[config.mk]
export PLATFORM = sky130hd
export DESIGN_NAME = bus_display_latch
export DESIGN_NICKNAME = d
export VERILOG_FILES = /design/src/rtl/bus_display_latch.sv
export SDC_FILE = /design/constraint.sdc
export NUM_CORES = 1
export LEC_CHECK = 0
export CAP_MARGIN = 20
export CELL_PAD_IN_SITES_DETAIL_PLACEMENT = 0
export CELL_PAD_IN_SITES_GLOBAL_PLACEMENT = 2
export CORE_ASPECT_RATIO = 1.25
export CORE_MARGIN = 2
export CORE_UTILIZATION = 29
export CTS_CLUSTER_DIAMETER = 50
export DETAILED_ROUTE_END_ITERATION = 8
export PLACE_DENSITY = 0.81
export SLEW_MARGIN = 30
export SYNTH_ARGS = -nofsm -noshare
export SYNTH_HDL_FRONTEND = slang
export SYNTH_SLANG_ARGS = --single-unit
[constraint.sdc]
create_clock -name Clock -period 1.53 [get_ports Clock]
set_clock_uncertainty 0.2 [all_clocks]
set_input_delay 0.3825 -clock Clock [delete_from_list [all_inputs] [get_ports Clock]]
set_output_delay 0.3825 -clock Clock [all_outputs]
set_load 0.1 [all_outputs]
[src/rtl/bus_display_latch.sv]
// Latches processor bus writes and drives four hex digit codes; HISTORY_CYCLE_EN adds a 4-entry history with dwell/step cycling.
// Digits are registered one edge after the capture or slot change that selects them.
module bus_display_latch #(
  parameter int DWELL_CYCLES = 50_000_000
) (
  input  logic        Clock,
  input  logic        Resetn,
  input  logic        wr_en,
  input  logic [15:0] wr_data,
  input  logic        freeze,
  input  logic        step,
  output logic [4:0]  digit3,
  output logic [4:0]  digit2,
  output logic [4:0]  digit1,
  output logic [4:0]  digit0,
  output logic [1:0]  slot,
  output logic [7:0]  count
);

  logic        capture;
  logic [15:0] shown;

  assign capture = wr_en & ~freeze;

  assign digit3 = {1'b0, shown[15:12]};
  assign digit2 = {1'b0, shown[11:8]};
  assign digit1 = {1'b0, shown[7:4]};
  assign digit0 = {1'b0, shown[3:0]};

`ifdef HISTORY_CYCLE_EN
  localparam int              DCW        = $clog2(DWELL_CYCLES);
  localparam logic [DCW-1:0]  DWELL_LAST = DCW'(DWELL_CYCLES - 1);

  logic [15:0]    entry [4];
  logic [2:0]     valid;
  logic [1:0]     slot_q;
  logic [DCW-1:0] dwell;
  logic           step_q;
  logic           step_edge;
  logic           cycling;
  logic [1:0]     slot_next;

  assign step_edge = step & ~step_q;
  assign cycling   = (valid >= 3'd2);
  // Wrap back to the newest entry once the oldest valid one has been shown.
  assign slot_next = ({1'b0, slot_q} == valid - 3'd1) ? 2'd0 : slot_q + 2'd1;
  assign slot      = slot_q;

  always_ff @(posedge Clock or negedge Resetn) begin
    if (!Resetn) begin
      for (int i = 0; i < 4; i++) entry[i] <= '0;
      valid  <= '0;
      slot_q <= '0;
      dwell  <= '0;
      step_q <= 1'b0;
      count  <= '0;
      shown  <= '0;
    end else begin
      step_q <= step;
      shown  <= entry[slot_q];
      if (capture) begin
        entry[0] <= wr_data;
        entry[1] <= entry[0];
        entry[2] <= entry[1];
        entry[3] <= entry[2];
        if (valid != 3'd4) valid <= valid + 3'd1;
        count  <= count + 8'd1;
        slot_q <= '0;
        dwell  <= '0;
      end else if (step_edge && cycling) begin
        slot_q <= slot_next;
        dwell  <= '0;
      end else if (!freeze && cycling) begin
        if (dwell == DWELL_LAST) begin
          dwell  <= '0;
          slot_q <= slot_next;
        end else begin
          dwell <= dwell + DCW'(1);
        end
      end
    end
  end
`else
  logic [15:0] last;
  logic        unused_ok;

  assign slot      = 2'b00;
  assign unused_ok = step ^ (DWELL_CYCLES > 1);

  always_ff @(posedge Clock or negedge Resetn) begin
    if (!Resetn) begin
      last  <= '0;
      count <= '0;
      shown <= '0;
    end else begin
      shown <= last;
      if (capture) begin
        last  <= wr_data;
        count <= count + 8'd1;
      end
    end
  end
`endif

endmodule
Figure 1. Wiring by layer (run 1).
(4 px per um)
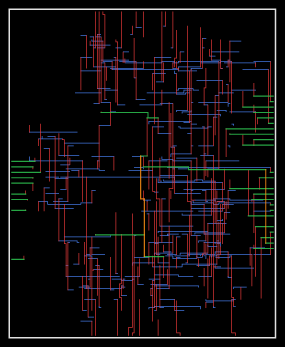
[metal 3] green | wire length: 214 um
[metal 4] orange | wire length: 44.4 um
[metal 1] blue | wire length: 1030 um
[metal 2] red | wire length: 1560 um

Figure 2. Register map, names as in the netlist (run 1).
(6 px per um) Other sequential cells in the stronger gray, the rest of the logic in the fainter gray.
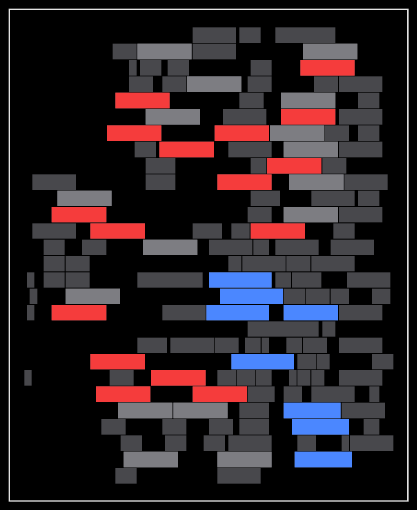
[`count`] blue | placed flops: 8
[`last`] red | placed flops: 16

Figure 3. Track usage over the die (run 1).
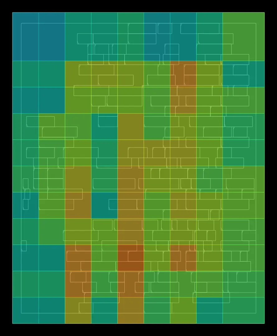
Finished Core Util: 0.525
global-route usage over all layers: 0.117
per-cell routed wire length: 13.8 um
met3 usage: 0.0384
GR Util met2: 0.209

[run 1: Yosys cell counts, types with 2 or more instances]
library cell	number
buf_6	2
nand4_1	4
nand2_1	2
mux2_2	16
xnor2_1	6
dfrtp_1	40
buf_4	6
[run 1: repair_timing]
item	in CTS	in global routing
buffers inserted	8	2
hold buffers	1	0
hold endpoints to repair	40	0
gates resized	4	2
gates cloned	2	0
setup endpoints to repair	22	7
pin swaps	0	0
[run 1: how the worst max path moves through the flow]
stage / end / slack [ps] / cells after the start
after floorplan: count[7] / 7 / 3
after global placement: last[3] / -350 / 4
after detailed placement: last[2] / -350 / 4
after CTS: count[0] / -20 / 1
after global routing: count[1] / -40 / 1
final: count[0] / -20 / 1
[run 1: state kept, by name, indices dropped and copies added (netlist names)]
| name | count |
|---|---|
| count | 8 |
| last | 16 |
| shown | 16 |
[run 1: cell type report]
class                   count  area share
flip-flops and latches     40       0.414
repair buffers             59       0.361
multi-input cells          40       0.143
clock buffers               7      0.0391
well taps                  60      0.0305
clock inverters             1      0.0122
[run 1: power by group through the flow]
stage | logic (W) | clock network [W] | registers (W)
2_1_floorplan | 0.000249 | 0 | 0.00245
3_3_place_gp | 0.00193 | 0 | 0.00154
3_5_place_dp | 0.00196 | 0 | 0.00156
4_1_cts | 0.00213 | 0.000947 | 0.00149
5_1_grt | 0.00223 | 0.000988 | 0.00150
6_report | 0.00217 | 0.000920 | 0.00147
[run 1: per-stage QoR]
step	std cells	utilization	power (W)	TNS, ps	hold WS, ps
after detailed placement	186	0.463	0.00352	-7360	164
after global placement	186	0.463	0.00347	-7320	154
after global routing	207	0.525	0.00472	-154	196
final	207	0.525	0.00456	-46.5	177
after CTS	205	0.518	0.00456	-89.9	180
after floorplan	88	-	0.00270	0	-113
==> run notes, run 1 <==
fresh numbers from the pnr run: cell family with most CP delay flip-flops, status finished with violations, CTS tree done, via count approximately 870, P_leak 1.08 nW, initial antenna violation count 0, sequential cell area 1020 um2, FMAX roughly 0.65 GHz, core area approximately 4700 um2, WL met2 1560 um, clock transition at the registers of the reported paths 70 ps, WL met3 213 um, hold crit path type register to register, die width between 60 and 70 um, largest area contributor in the netlist dfrtp_1, top cells by area, synth dfrtp_1 (71%), mux2_2 (13%), xnor2_1 (3.8%), buf_4 (3.2%), nand4_1 (1.8%), Latency at later pin 280 ps, Buffers on Ports 43, Post-Synth AOI/OAI Area 0, origin of the critical flop-to-flop path count[1], CP arrival 960 ps, max-capacitance violation count 0, worst flop-to-flop path endpoint count[1], R2R cell count 3, post-placement setup slack -355 ps, Post-synth mux share 0.137, fillers approximately 400, synthesized-area fraction occupied by adder cells 0.00893, initial drt markers 14, failing checks setup timing, Synth logic family multiplexers, R2R Setup Slk 30 ps, Top Layout Cells dfrtp_1 (33), buf_12 (28), mux2_2 (16), clkdlybuf4s50_1 (16), Post-DRT Antenna Nets 0, total gr overflow 0, Inserted Clock Buffers 5, global-route wire length before repair 4630 um, placed cell area about 2200 um2, slowest stage delay, CP 500 ps, yosys stat chip area 1400 um2, RSZ-0062 raised after global routing yes, Final period util 1.01, Multi-input gate area roughly 350 um2, Critical Path Start Type register, Mapped Area 1400 um2, P&R area growth vs syn 75.7%, CP cell instances buf_12, GR Layer Usage met1 0.122, final setup fails 4, CP endpoint kind output port, WHS Path Cells 0, worst path bufs/invs 1, ys async rst share 1.00, worst setup path start count[0], Cells after Synth 83, die outline height 81.7 um, post-synthesis register bit count about 40, sequential group share of total power 0.323, htree depth 2, CP max stage cell dfrtp_4, Core Util at FP 0.299, setup ws final -16.3 ps, DR pass1 iterations 2, max-slew violation count 0, drt via density 4.18, Nets 168, Ant. Diodes 0
==> run 2: changes to the inputs <==
--- a/config.mk
+++ b/config.mk
@@ -14,6 +14,7 @@
 export CTS_CLUSTER_DIAMETER = 50
 export DETAILED_ROUTE_END_ITERATION = 8
 export PLACE_DENSITY = 0.81
+export REMOVE_ABC_BUFFERS = 1
 export SLEW_MARGIN = 30
 export SYNTH_ARGS = -nofsm -noshare
 export SYNTH_HDL_FRONTEND = slang
==> constraint.sdc (replaced) <==
create_clock -name Clock -period 1.53 [get_ports Clock]
set_clock_uncertainty 0.2 [all_clocks]
set_input_delay 0.306 -clock Clock [delete_from_list [all_inputs] [get_ports Clock]]
set_output_delay 0.306 -clock Clock [all_outputs]
set_load 0.1 [all_outputs]
Figure 4. Close-up of the layout (run 2).
Window x 40 to 60, y 10 to 30 um. Cells in gray, sequential cells in the stronger gray; small squares are vias.
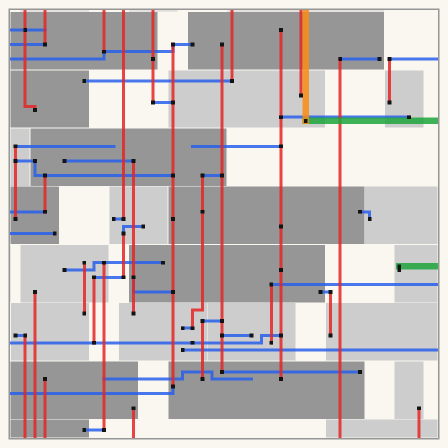
[metal 2] red
[metal 4] orange
[metal 3] green
[metal 1] blue
most frequent: dfrtp_1 (7), mux2_2 (3)
netlist names of flops here include: `shown` (4), `last` (2)
cells with their middle in the window: 17
sequential cells in the window: 7

Figure 5. Register map, names as in the netlist (run 2).
(6 px per um) Other sequential cells in the stronger gray, the rest of the logic in the fainter gray.
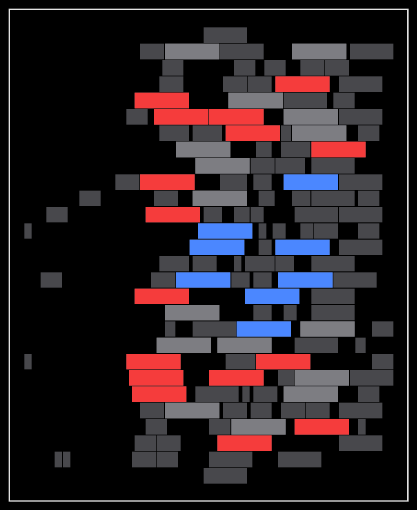
[`last`] red | placed flops: 16
[`count`] blue | placed flops: 8

==> run notes, run 2 <==
fresh numbers from the pnr run: post-placement setup slack -307 ps (+47.6 ps), ys async rst share 1.00 (unchanged), Top Layout Cells dfrtp_1 (40), buf_12 (25), clkdlybuf4s50_1 (18), final setup fails 2 (-2), Core Util at FP 0.299 (unchanged), DR pass1 iterations 5 (+3), top cells by area, synth dfrtp_1 (71%), mux2_2 (13%), xnor2_1 (3.8%), buf_4 (3.2%), nand4_1 (1.8%), met3 usage 0.0452 (+0.00685), max-capacitance violation count 0 (unchanged), htree depth 2 (unchanged), Cells after Synth 83 (unchanged), R2R cell count 3 (unchanged), setup ws final -6.12 ps (+10.2 ps), Critical Path Start Type input port, sequential group share of total power 0.346 (+0.023), CTS tree done, yosys stat chip area 1400 um2 (unchanged), WHS Path Cells 0 (unchanged), count leader, synth dfrtp_1, failing checks setup timing, per-cell routed wire length 12.9 um (-6.6%), Post-CTS Setup Bufs 0 (-8), total gr overflow 0 (unchanged), Inserted Clock Buffers 5 (unchanged), hold crit path type register to register, global-route wire length before repair 4260 um (-7.9%), status finished with violations, RSZ-0062 raised after global routing yes, Buffers on Ports 43 (unchanged), Post-Synth AOI/OAI Area 0 (unchanged), GR Util met2 0.179 (-0.0300), Post-synth mux share 0.137 (unchanged), initial antenna violation count 0 (unchanged), largest area contributor in the netlist dfrtp_1, Largest regs last (16), shown (16), count (8), P&R area growth vs syn 61.1%, Synth logic family multiplexers, die outline height 81.7 um (unchanged), setup TNS -8.49 ps (+38.1 ps), via count 805 (-7.0%), Finished Core Util 0.481 (-0.0437), Final period util 1.00 (-0.00664), WL met2 1340 um (-14%), FMAX 0.651 GHz (+0.66%), initial drt markers 21 (+7), Synth top cells by count dfrtp_1 (40), mux2_2 (16), buf_4 (6), xnor2_1 (6), nand4_1 (4), Nets 159 (-5.4%), WL met3 221 um (+3.8%), GR Layer Usage met1 0.120 (-0.00188), die width 66.2 um (unchanged), Latency at later pin 280 ps (about the same), Ant. Diodes 0 (unchanged)
run 2: timing repair:
item | 4_1_cts | 5_1_grt
endpoints found under the setup margin | 5 | 18
hold endpoints to repair | 14 | 0
hold buffers | 1 | 0
resized | 0 | 1
run 2: layout make-up:
cell class                      count  area, um2
Tap cell                           60       75.1
Fill cell                         414       2440
Clock inverter                      2       10.0
Sequential cell                    40       1000
Multi-Input combinational cell     40        352
Timing Repair Buffer               50        737
Clock buffer                        6       82.6
run 2: path summary, 6_finish.rpt:
path / slack [ps] / from / to
hold / removal: 180 / last[8] / shown[8]
min in group asynchronous: 260 / Resetn / shown[11]
setup / recovery: -6 / wr_en / last[7]
hold reg to reg: 180 / last[8] / shown[8]
setup reg to reg: 180 / count[2] / count[6]
max in group asynchronous: 430 / Resetn / count[7]
run 2: kinds of logic after synthesis:
kind of cell	Yosys count
adder cells (fa/ha/maj)	1
flip-flops	40
buffers and inverters	8
AND/OR/NAND/NOR	9
multiplexers	17
other	1
XOR/XNOR	7
run 2: worst max-delay path: stages:
cell	delay [ps]
clkdlybuf4s50_1	490
nor2b_4	190
buf_4	180
mux2_2	340
run 2: power by group through the flow:
stage,sequential (W),clock (W),combinational [W]
3_3_place_gp,0.00145,0,0.00201
6_report,0.00144,0.000688,0.00204
4_1_cts,0.00145,0.000710,0.00205
3_5_place_dp,0.00147,0,0.00204
5_1_grt,0.00147,0.000756,0.00211
2_1_floorplan,0.00240,0,0.000232
run 2: through the flow:
stage / hold WS [ps] / total power [W] / area, um2 / std cells
after detailed placement: 28.9 / 0.00351 / 2150 / 189
after global placement: 22.3 / 0.00346 / 2150 / 189
final: 176 / 0.00417 / 2260 / 198
after floorplan: -190 / 0.00263 / 1350 / 80
after CTS: 180 / 0.00420 / 2250 / 198
after global routing: 188 / 0.00433 / 2260 / 198
Power figures rest on the tool's default switching activity, not on a simulated workload.
